--- config.mk ---
export PLATFORM = sky130hd
export DESIGN_NAME = wb_regfile_unit_flat
export DESIGN_NICKNAME = d
export VERILOG_FILES = /design/src/rtl/wb_regfile_unit_pkg.sv /design/src/rtl/wb_regfile_unit_if.sv /design/src/rtl/wb_regfile_unit_scoreboard.sv /design/src/rtl/wb_regfile_unit.sv /design/src/flat_wrapper.sv
export SDC_FILE = /design/constraint.sdc
export NUM_CORES = 1
export LEC_CHECK = 0
export CAP_MARGIN = 20
export CORE_AREA = 2 2 131 184
export CTS_BUF_LIST = sky130_fd_sc_hd__clkbuf_16
export CTS_CLUSTER_DIAMETER = 50
export DETAILED_ROUTE_END_ITERATION = 16
export DIE_AREA = 0 0 133 186
export PLACE_DENSITY = 0.7
export SLEW_MARGIN = 30
export SYNTH_ARGS = -nofsm -noshare
export SYNTH_HDL_FRONTEND = slang
export SYNTH_SLANG_ARGS = --single-unit
--- constraint.sdc ---
create_clock -name clock -period 2.3 [get_ports clock]
set_clock_uncertainty 0.15 [all_clocks]
set_input_delay 0.345 -clock clock [delete_from_list [all_inputs] [get_ports clock]]
set_output_delay 0.345 -clock clock [all_outputs]
set_load 0.05 [all_outputs]
--- src/rtl/wb_regfile_unit_pkg.sv ---
// Writeback source codes and datapath constants shared by writeback and decode.
package riscv_wb_pkg;

  localparam int DATA_W = 16;
  localparam int REG_AW = 3;
  localparam int PEND_W = 2;

  localparam logic [2:0] REG_R7 = 3'd7;

  // Decode emits these codes in the M_WB control field; 101-111 are reserved.
  typedef enum logic [2:0] {
    WB_NONE = 3'b000,
    WB_ALU  = 3'b001,
    WB_MEM  = 3'b010,
    WB_ZPAD = 3'b011,
    WB_PC2  = 3'b100
  } wb_sel_e;

endpackage

--- src/rtl/wb_regfile_unit_if.sv ---
// Writeback, read-port, issue and redirect signals between the pipeline and the register file.
interface wb_regfile_unit_if #(
  parameter int DATA_W = 16,
  parameter int REG_AW = 3
);

  logic              wb_valid;
  logic [2:0]        wb_sel;
  logic [REG_AW-1:0] wb_dest;
  logic [DATA_W-1:0] wb_alu;
  logic [DATA_W-1:0] wb_mem_data;
  logic [DATA_W-1:0] wb_zero_pad;
  logic [DATA_W-1:0] wb_pc_plus2;
  logic [REG_AW-1:0] rd_addr_a;
  logic [REG_AW-1:0] rd_addr_b;
  logic [DATA_W-1:0] rd_data_a;
  logic [DATA_W-1:0] rd_data_b;
  logic              hazard_a;
  logic              hazard_b;
  logic              issue_valid;
  logic              issue_writes;
  logic [REG_AW-1:0] issue_dest;
  logic              issue_stall;
  logic              pc_redirect_valid;
  logic [DATA_W-1:0] pc_redirect_target;
  logic [15:0]       retired_count;

  modport master (
    output wb_valid, wb_sel, wb_dest, wb_alu, wb_mem_data, wb_zero_pad, wb_pc_plus2,
    output rd_addr_a, rd_addr_b, issue_valid, issue_writes, issue_dest,
    input  rd_data_a, rd_data_b, hazard_a, hazard_b, issue_stall,
    input  pc_redirect_valid, pc_redirect_target, retired_count
  );

  modport slave (
    input  wb_valid, wb_sel, wb_dest, wb_alu, wb_mem_data, wb_zero_pad, wb_pc_plus2,
    input  rd_addr_a, rd_addr_b, issue_valid, issue_writes, issue_dest,
    output rd_data_a, rd_data_b, hazard_a, hazard_b, issue_stall,
    output pc_redirect_valid, pc_redirect_target, retired_count
  );

endinterface

--- src/rtl/wb_regfile_unit_scoreboard.sv ---
// Per-register pending-write counters; hazard and stall flags are combinational from
// the counters and this cycle's commit, so a retiring write clears its own hazard.
module wb_scoreboard #(
  parameter int REG_AW = 3,
  parameter int PEND_W = 2
) (
  input  logic              clock,
  input  logic              reset,
  input  logic              i_commit,
  input  logic [REG_AW-1:0] i_wb_dest,
  input  logic              i_issue_valid,
  input  logic              i_issue_writes,
  input  logic [REG_AW-1:0] i_issue_dest,
  input  logic [REG_AW-1:0] i_rd_addr_a,
  input  logic [REG_AW-1:0] i_rd_addr_b,
  output logic              o_issue_stall,
  output logic              o_hazard_a,
  output logic              o_hazard_b
);

  localparam int NREG = 1 << REG_AW;
  localparam logic [PEND_W-1:0] PEND_MAX = '1;
  localparam logic [PEND_W-1:0] PEND_ONE = PEND_W'(1);

  logic [PEND_W-1:0] r_pend [NREG];
  logic [NREG-1:0]   w_inc;
  logic [NREG-1:0]   w_dec;
  logic              w_issue_go;

  always_comb begin
    w_inc         = '0;
    w_dec         = '0;
    // A commit to the same register frees a slot, so a full counter may still accept.
    o_issue_stall = i_issue_valid && i_issue_writes && (r_pend[i_issue_dest] == PEND_MAX) &&
                    !(i_commit && (i_wb_dest == i_issue_dest));
    w_issue_go    = i_issue_valid && i_issue_writes && !o_issue_stall;
    if (w_issue_go) w_inc[i_issue_dest] = 1'b1;
    if (i_commit)   w_dec[i_wb_dest]    = 1'b1;
  end

  assign o_hazard_a = (r_pend[i_rd_addr_a] != '0) &&
                      !(i_commit && (i_wb_dest == i_rd_addr_a) && (r_pend[i_rd_addr_a] == PEND_ONE));
  assign o_hazard_b = (r_pend[i_rd_addr_b] != '0) &&
                      !(i_commit && (i_wb_dest == i_rd_addr_b) && (r_pend[i_rd_addr_b] == PEND_ONE));

  always_ff @(posedge clock) begin
    if (reset) begin
      for (int r = 0; r < NREG; r++) r_pend[r] <= '0;
    end else begin
      for (int r = 0; r < NREG; r++) begin
        if (w_inc[r] && !w_dec[r]) begin
          r_pend[r] <= r_pend[r] + 1'b1;
        end else if (w_dec[r] && !w_inc[r] && (r_pend[r] != '0)) begin
          r_pend[r] <= r_pend[r] - 1'b1;
        end
      end
    end
  end

endmodule

--- src/rtl/wb_regfile_unit.sv ---
// Writeback mux, 8x16 register file with write-through read bypass, R7 redirect and retire count.
// Reads are combinational; writes land at the edge; the redirect pulse is one cycle after the R7 commit.
module wb_regfile_unit
  import riscv_wb_pkg::*;
#(
  parameter int DATA_W = 16,
  parameter int REG_AW = 3,
  parameter int PEND_W = 2
) (
  input  logic           clock,
  input  logic           reset,
  wb_regfile_unit_if.slave bus
);

  localparam int NREG = 1 << REG_AW;

  logic [DATA_W-1:0] r_regs [NREG];
  logic              r_redirect_vld;
  logic [DATA_W-1:0] r_redirect_tgt;
  logic [15:0]       r_retired;
  logic              w_commit;
  logic [DATA_W-1:0] w_wb_value;
  logic              w_hit_a;
  logic              w_hit_b;

  always_comb begin
    w_commit   = 1'b0;
    w_wb_value = '0;
    if (bus.wb_valid) begin
      case (bus.wb_sel)
        WB_ALU:  begin w_commit = 1'b1; w_wb_value = bus.wb_alu;      end
        WB_MEM:  begin w_commit = 1'b1; w_wb_value = bus.wb_mem_data; end
        WB_ZPAD: begin w_commit = 1'b1; w_wb_value = bus.wb_zero_pad; end
        WB_PC2:  begin w_commit = 1'b1; w_wb_value = bus.wb_pc_plus2; end
        default: ;
      endcase
    end
  end

  assign w_hit_a       = w_commit && (bus.wb_dest == bus.rd_addr_a);
  assign w_hit_b       = w_commit && (bus.wb_dest == bus.rd_addr_b);
  assign bus.rd_data_a = w_hit_a ? w_wb_value : r_regs[bus.rd_addr_a];
  assign bus.rd_data_b = w_hit_b ? w_wb_value : r_regs[bus.rd_addr_b];

  always_ff @(posedge clock) begin
    if (reset) begin
      for (int r = 0; r < NREG; r++) r_regs[r] <= '0;
      r_redirect_vld <= 1'b0;
      r_redirect_tgt <= '0;
      r_retired      <= '0;
    end else begin
      r_redirect_vld <= w_commit && (bus.wb_dest == REG_R7);
      if (w_commit) begin
        r_regs[bus.wb_dest] <= w_wb_value;
        r_retired           <= r_retired + 16'd1;
        if (bus.wb_dest == REG_R7) r_redirect_tgt <= w_wb_value;
      end
    end
  end

  assign bus.pc_redirect_valid  = r_redirect_vld;
  assign bus.pc_redirect_target = r_redirect_tgt;
  assign bus.retired_count      = r_retired;

  wb_scoreboard #(
    .REG_AW (REG_AW),
    .PEND_W (PEND_W)
  ) u_scoreboard (
    .clock          (clock),
    .reset          (reset),
    .i_commit       (w_commit),
    .i_wb_dest      (bus.wb_dest),
    .i_issue_valid  (bus.issue_valid),
    .i_issue_writes (bus.issue_writes),
    .i_issue_dest   (bus.issue_dest),
    .i_rd_addr_a    (bus.rd_addr_a),
    .i_rd_addr_b    (bus.rd_addr_b),
    .o_issue_stall  (bus.issue_stall),
    .o_hazard_a     (bus.hazard_a),
    .o_hazard_b     (bus.hazard_b)
  );

endmodule

--- src/flat_wrapper.sv ---
// flat-port wrapper written by rule: the top's interface ports become plain ports
module wb_regfile_unit_flat import riscv_wb_pkg::*;
#(
  parameter int DATA_W = 16,
  parameter int REG_AW = 3,
  parameter int PEND_W = 2
)
  (clock, reset, bus_wb_valid, bus_wb_sel, bus_wb_dest, bus_wb_alu, bus_wb_mem_data, bus_wb_zero_pad, bus_wb_pc_plus2, bus_rd_addr_a, bus_rd_addr_b, bus_issue_valid, bus_issue_writes, bus_issue_dest, bus_rd_data_a, bus_rd_data_b, bus_hazard_a, bus_hazard_b, bus_issue_stall, bus_pc_redirect_valid, bus_pc_redirect_target, bus_retired_count);
  wb_regfile_unit_if #(.DATA_W(DATA_W), .REG_AW(REG_AW)) bus_i ();
  input  logic clock;
  input  logic reset;
  input wire logic [$bits(bus_i.wb_valid)-1:0] bus_wb_valid;
  input wire logic [$bits(bus_i.wb_sel)-1:0] bus_wb_sel;
  input wire logic [$bits(bus_i.wb_dest)-1:0] bus_wb_dest;
  input wire logic [$bits(bus_i.wb_alu)-1:0] bus_wb_alu;
  input wire logic [$bits(bus_i.wb_mem_data)-1:0] bus_wb_mem_data;
  input wire logic [$bits(bus_i.wb_zero_pad)-1:0] bus_wb_zero_pad;
  input wire logic [$bits(bus_i.wb_pc_plus2)-1:0] bus_wb_pc_plus2;
  input wire logic [$bits(bus_i.rd_addr_a)-1:0] bus_rd_addr_a;
  input wire logic [$bits(bus_i.rd_addr_b)-1:0] bus_rd_addr_b;
  input wire logic [$bits(bus_i.issue_valid)-1:0] bus_issue_valid;
  input wire logic [$bits(bus_i.issue_writes)-1:0] bus_issue_writes;
  input wire logic [$bits(bus_i.issue_dest)-1:0] bus_issue_dest;
  output wire logic [$bits(bus_i.rd_data_a)-1:0] bus_rd_data_a;
  output wire logic [$bits(bus_i.rd_data_b)-1:0] bus_rd_data_b;
  output wire logic [$bits(bus_i.hazard_a)-1:0] bus_hazard_a;
  output wire logic [$bits(bus_i.hazard_b)-1:0] bus_hazard_b;
  output wire logic [$bits(bus_i.issue_stall)-1:0] bus_issue_stall;
  output wire logic [$bits(bus_i.pc_redirect_valid)-1:0] bus_pc_redirect_valid;
  output wire logic [$bits(bus_i.pc_redirect_target)-1:0] bus_pc_redirect_target;
  output wire logic [$bits(bus_i.retired_count)-1:0] bus_retired_count;
  assign bus_i.wb_valid = bus_wb_valid;
  assign bus_i.wb_sel = bus_wb_sel;
  assign bus_i.wb_dest = bus_wb_dest;
  assign bus_i.wb_alu = bus_wb_alu;
  assign bus_i.wb_mem_data = bus_wb_mem_data;
  assign bus_i.wb_zero_pad = bus_wb_zero_pad;
  assign bus_i.wb_pc_plus2 = bus_wb_pc_plus2;
  assign bus_i.rd_addr_a = bus_rd_addr_a;
  assign bus_i.rd_addr_b = bus_rd_addr_b;
  assign bus_i.issue_valid = bus_issue_valid;
  assign bus_i.issue_writes = bus_issue_writes;
  assign bus_i.issue_dest = bus_issue_dest;
  assign bus_rd_data_a = bus_i.rd_data_a;
  assign bus_rd_data_b = bus_i.rd_data_b;
  assign bus_hazard_a = bus_i.hazard_a;
  assign bus_hazard_b = bus_i.hazard_b;
  assign bus_issue_stall = bus_i.issue_stall;
  assign bus_pc_redirect_valid = bus_i.pc_redirect_valid;
  assign bus_pc_redirect_target = bus_i.pc_redirect_target;
  assign bus_retired_count = bus_i.retired_count;
  wb_regfile_unit #(.DATA_W(DATA_W), .REG_AW(REG_AW), .PEND_W(PEND_W)) u_core (.clock(clock), .reset(reset), .bus(bus_i));
endmodule
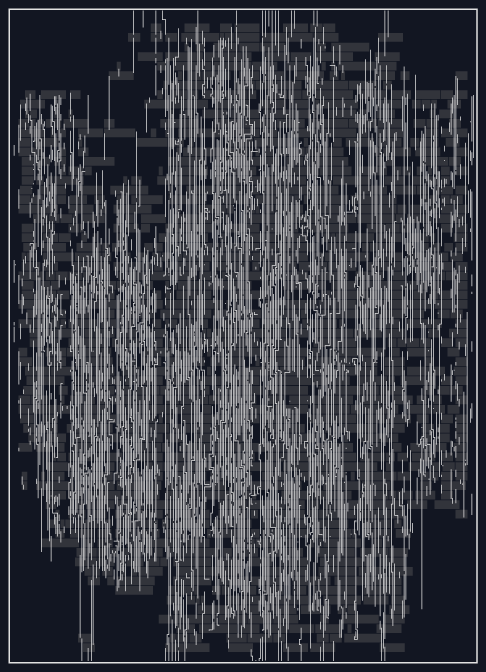
*The metal 2 layer, run 1*
The layer carries 19400 µm of wire. 1212 nets have wire on it. The longest straight run is 70.7 µm.

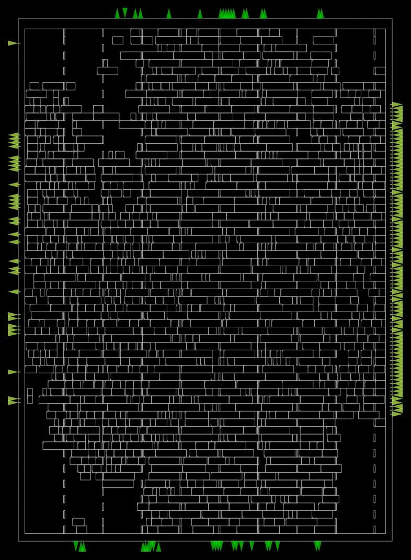
*Cell outlines without signal wires, run 1*
fill count: 1462
fraction of area in registers: 0.305
Seq cells: 177

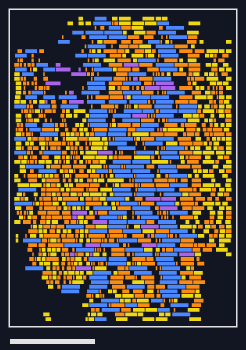
*Cell classes on the final placement, run 1*
The bar under the picture is 50 µm long.
Yellow marks remaining buffers and delay cells, cells 399, share of their area 27%. Orange marks combinational and other logic, cells 643, share of their area 38%. Blue marks sequential cells, cells 177, share of their area 31%. Purple marks clock drivers and dummy loads, cells 32, share of their area 3.7%.

==> impl_metrics.tcl, run 1 <==
# collected from the flow reports
set metrics [dict create \
    status "finished, violations left" \
    violations "negative setup slack" \
    path_cells "buf_8 -> o21ba_4 -> o21ai_4 -> or2_4 -> a21oi_1 -> mux4_2 -> a21oi_4 -> buf_6" \
    cts_buffer_depth 2 \
    warning_count 29 \
    tns_ns -7.57 \
    hold-path-endpoint "u_core.bus.pc_redirect_target[9]" \
    clockNetworkAreaShare 0.0361 \
    compound_area_frac 0.125 \
    crit_required_ns 1.80 \
    cts_sinks 177 \
    synthFlopType "edfxtp_1" \
    ys_seq_share 0.488 \
    cp_data_arrival_time_ns 2.11 \
    postCtsSetupBuffers 37 \
    leakage_nw 5.95 \
    setup_slack_ns -0.303 \
    post_cts_resized 175 \
    worst_hold_slack_ns 0.304 \
    grt_pass1_vias 10000 \
    crit_type "in -> out" \
    postSynthAreaPerCell_um2 11.5 \
    grt_max_degree 35 \
    die_width_um 133 \
    setup-violations-final 45 \
    pre_cts_ws_ns -0.817 \
    cts_buffers 17 \
    h-tree-depth 4 \
    common_cells "nor2_1 (168), edfxtp_1 (144), mux4_2 (70), a21oi_1 (60), clkbuf_1 (52)" \
]
-- run 1: worst max-delay path, delay by kind of cell --
family                 cells  cell delay [ns]
AND/OR/NAND/NOR            1             0.22
buffers and inverters      2             0.28
AND-OR/OR-AND              4             0.74
multiplexers               1             0.51
-- run 1: routing by layer --
metal	up-vias	global-route usage	wire, µm
met5	-	0	0
met4	0	0.166	2020
met3	169	0.0610	3750
met2	648	0.556	19400
met1	4621	0.319	11900
li1	4064	-	-
-- run 1: power by group --
part | switching (mW) | internal (mW) | total [mW]
registers | 0.0952 | 3.62 | 3.71
clock network | 1.26 | 1.71 | 2.97
logic | 1.35 | 1.35 | 2.70
total | 2.71 | 6.67 | 9.38
-- run 1: placed cells by master (no fill, tap or decap), types with 6 or more instances in the layout --
master,n
dfxtp_1,33
a211oi_4,19
a22oi_1,16
a211oi_2,13
a21oi_1,17
mux2i_1,14
a21oi_2,8
xor2_1,10
nor2b_1,31
a21oi_4,36
inv_1,13
buf_4,177
nor2_1,160
clkdlybuf4s50_1,100
nand3_1,10
nand2_1,26
or3_1,8
clkbuf_16,17
mux2_2,6
o22a_1,10
edfxtp_1,144
buf_6,42
buf_12,56
mux4_2,70
buf_8,8
o21ai_0,10
nand2b_1,25
a21o_1,13
nor2b_4,11
-- run 1: flip-flops by register name (all words and copies together) (netlist names) --
register	flops
u_core.bus.pc_redirect_valid	1
u_core.bus.pc_redirect_target	16
u_core.r_regs	128
u_core.u_scoreboard.r_pend	16
u_core.bus.retired_count	16
-- run 1: through the flow --
step / utilization / cell area (µm²)
after global placement: 0.631 / 14500
final: 0.710 / 16400
after CTS: 0.701 / 16200
after global routing: 0.710 / 16400
after floorplan: - / 10900
after detailed placement: 0.631 / 14500
==> run 2: changes to the inputs <==
CAP_MARGIN = 0   (was 20)
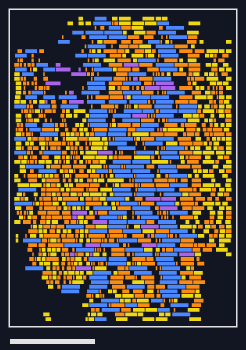
*Cell classes on the final placement, run 2*
The bar under the picture is 50 µm long.
cell area after layout: 16400 µm²
CORE AREA: 23000 µm²
Core Util, Final: 0.710
Core Rows: 66

==> impl_metrics.tcl, run 2 <==
# collected from the flow reports
set metrics [dict create \
    crit_buf_inv 2 \
    crit_required_ns 1.80 \
    path_cells "buf_8 -> o21ba_4 -> o21ai_4 -> or2_4 -> a21oi_1 -> mux4_2 -> a21oi_4 -> buf_6" \
    drt_iter0_drc 807 \
    grt_use_met1 0.319 \
    largest_register_ffs 128 \
    post_cts_resized 175 \
    gr-usage-met2 0.556 \
    cts_buffer_depth 2 \
    top_layer_used "met4" \
    n_fill_cell 1462 \
    top_usage_layer "met2" \
    grt_max_degree 35 \
    synthFlopType "edfxtp_1" \
    grt.met3_usage 0.0610 \
    postSynthAreaPerCell_um2 11.5 \
    crit_type "in -> out" \
    finalWirelength_um 37100 \
    pre_cts_ws_ns -0.817 \
    post-place-cells 1487 \
    worstMarginPinSlew_ns 0.677 \
    ys_ff 177 \
    top_area_cell "edfxtp_1" \
    violations "negative setup slack" \
    met1_length_um 11900 \
    grt_pass1_vias 10000 \
    status "finished, violations left" \
    ys_seq_share 0.488 \
    worst_hold_slack_ns 0.304 \
    postCtsSetupBuffers 37 \
    yosysCellCount 891 \
    mostFrequentLayoutCell "buf_4" \
    setup-violations-final 45 \
    cts_buffers 17 \
    lay_top_cells "buf_4 (177), nor2_1 (160), edfxtp_1 (144), clkdlybuf4s50_1 (100), mux4_2 (70)" \
    cp_top_family "AND-OR/OR-AND gates" \
    top_register "u_core.r_regs" \
    common_cells "nor2_1 (168), edfxtp_1 (144), mux4_2 (70), a21oi_1 (60), clkbuf_1 (52)" \
    setup_slack_ns -0.303 \
    warning_count 29 \
    die_width_um 133 \
    cp_slowest_cell "mux4_2" \
    placed_area_um2 14500 \
    leakage_nw 5.95 \
    h-tree-depth 4 \
    cp_data_arrival_time_ns 2.11 \
    wl_met3_um 3750 \
    wl_met2_um 19400 \
    cts_sinks 177 \
]
[run 2: cell counts after synthesis]
Identical to the previous run, type by type.
[run 2: logic make-up (layout without fill, tap and decap cells)]
kind of cell               after synthesis  after routing  share of synthesized area
DFF                                    177            177                      0.488
buffers and inverters                   83            443                     0.0326
muxes                                   94             94                      0.179
xor gates and xnor gates                21             21                     0.0180
AOI/OAI and AO/OA                      186            186                      0.125
adders and majority gates                2              2                    0.00245
and+or+nand+nor                        328            328                      0.155
[run 2: area by class of cell]
type,count,share of cell area
flip-flops and latches,177,0.305
clock inverters,15,0.0101
multi-input cells,631,0.372
repair buffers,399,0.261
inverters,12,0.00275
clock buffers,17,0.0260
well taps,306,0.0234
[run 2: report_power, final]
group / internal [mW] / total (mW) / switching (mW) / leakage [nW]
Clock: 1.71 / 2.97 / 1.26 / 0.298
Sequential: 3.62 / 3.71 / 0.0952 / 1.66
Combinational: 1.35 / 2.70 / 1.35 / 4.00
[run 2: metrics by stage]
step / total power [mW] / setup TNS (ns)
6_report: 9.38 / -7.57
5_1_grt: 9.63 / -9.48
4_1_cts: 9.30 / -6.28
3_5_place_dp: 6.15 / -176.58
3_3_place_gp: 6.11 / -169.80
2_1_floorplan: 5.02 / -2.64
[run 2: path summary, 6_finish.rpt]
kind / startpoint / endpoint / slack (ns) / cells after the start
max: bus_wb_sel[0] / bus_hazard_a / -0.30 / 8
min: u_core.bus.pc_redirect_target[9] / u_core.bus.pc_redirect_target[9] / 0.30 / 1
max reg2reg: u_core.u_scoreboard.r_pend[2][0] / u_core.u_scoreboard.r_pend[2][1] / -0.13 / 7
min reg2reg: u_core.bus.pc_redirect_target[9] / u_core.bus.pc_redirect_target[9] / 0.30 / 1
==> run 3: changes to the inputs <==
==> constraint.sdc (replaced) <==
create_clock -name clock -period 2.3 [get_ports clock]
set_clock_uncertainty 0.15 [all_clocks]
set_input_delay 0.575 -clock clock [delete_from_list [all_inputs] [get_ports clock]]
set_output_delay 0.575 -clock clock [all_outputs]
set_load 0.05 [all_outputs]
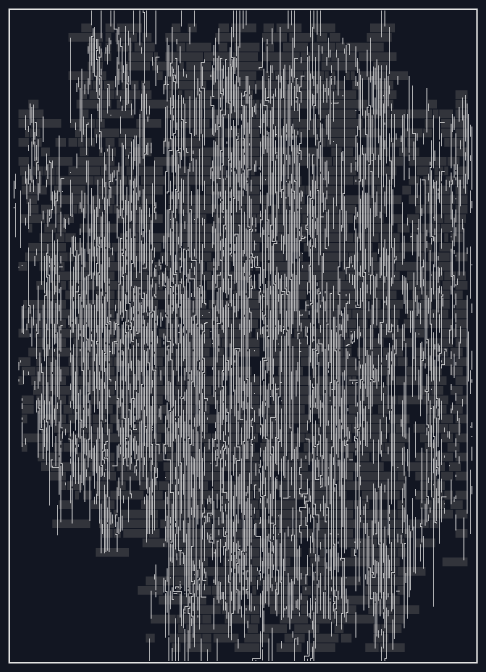
*The metal 2 layer, run 3*
The layer holds 52% of the routed length. 1235 nets have wire on it. The layer carries 19300 µm of wire. The longest straight run is 77.7 µm.

==> impl_metrics.tcl, run 3 <==
# collected from the flow reports
set metrics [dict create \
    h-tree-depth 4 \
    top_layer_used "met4" \
    post-place-cells 1487 \
    ys_ff 177 \
    cts_buffers 17 \
    p_int_mw 6.35 \
    power.total_mw 9.07 \
    cts_sinks 177 \
    postSynthAreaPerCell_um2 11.5 \
    grt_pass1_vias 10000 \
    violations "negative setup slack" \
    top_register "u_core.r_regs" \
    setup_slack_ns -0.720 \
    num_rows 66 \
    drt_iter0_drc 870 \
    worstMarginPinSlew_ns 0.691 \
    final_cell_area_um2 16800 \
    utilization 0.728 \
    setup-violations-final 144 \
    top_area_cell "edfxtp_1" \
    die_width_um 133 \
    top_usage_layer "met2" \
    power_frac_seq 0.410 \
    common_cells "nor2_1 (168), edfxtp_1 (144), mux4_2 (70), a21oi_1 (60), clkbuf_1 (52)" \
    wl_met3_um 3320 \
    n_fill_cell 1413 \
    worst_hold_slack_ns 0.297 \
    clockPowerShare 0.288 \
    finalWirelength_um 37200 \
    crit_type "reg -> out" \
    status "finished, violations left" \
    met1_length_um 12400 \
]
run 3: cell counts after synthesis:
Identical to the previous run, type by type.
run 3: path summary, 6_finish.rpt:
| kind | start | endpoint | cells past startpoint |
|---|---|---|---|
| max | u_core.u_scoreboard.r_pend[2][1] | bus_hazard_a | 7 |
| min | u_core.bus.pc_redirect_target[4] | u_core.bus.pc_redirect_target[4] | 1 |
| max reg2reg | u_core.u_scoreboard.r_pend[2][1] | u_core.u_scoreboard.r_pend[3][1] | 10 |
| min reg2reg | u_core.bus.pc_redirect_target[4] | u_core.bus.pc_redirect_target[4] | 1 |
run 3: critical path, cell delays in order, from the launching register on:
cell	delay, ns
edfxtp_1	0.48
nor2_1	0.15
mux4_2	0.50
nor2_1	0.17
nor3_2	0.07
buf_4	0.18
a21oi_4	0.13
buf_6	0.18
run 3: cells by family after synthesis:
family / synth area share
XOR/XNOR: 0.0180
AND-OR/OR-AND: 0.125
AND/OR/NAND/NOR: 0.155
flip-flops: 0.488
adder cells (fa/ha/maj): 0.00245
buffers and inverters: 0.0326
multiplexers: 0.179
run 3: cell type report:
type / count / area, µm² / area share
multi-input cells: 631 / 6340 / 0.378
flip-flops and latches: 177 / 4980 / 0.297
repair buffers: 414 / 4480 / 0.267
clock buffers: 17 / 425 / 0.0254
well taps: 306 / 383 / 0.0228
clock inverters: 15 / 93.8 / 0.00560
inverters: 12 / 48.8 / 0.00291
run 3: timing repair:
item	CTS	global route
setup buffers	37	19
endpoints found under the setup margin	341	182
resized	243	67
pin swaps	68	27
cloned	8	1
run 3: power groups by stage:
stage,Clock [mW],Sequential [mW],Combinational [mW]
6_report,2.61,3.72,2.74
3_3_place_gp,0,3.75,2.37
4_1_cts,2.62,3.70,2.66
3_5_place_dp,0,3.77,2.39
5_1_grt,2.75,3.73,2.84
2_1_floorplan,0,3.76,1.31
No activity file was given, so power comes from the tool's default toggle rates.
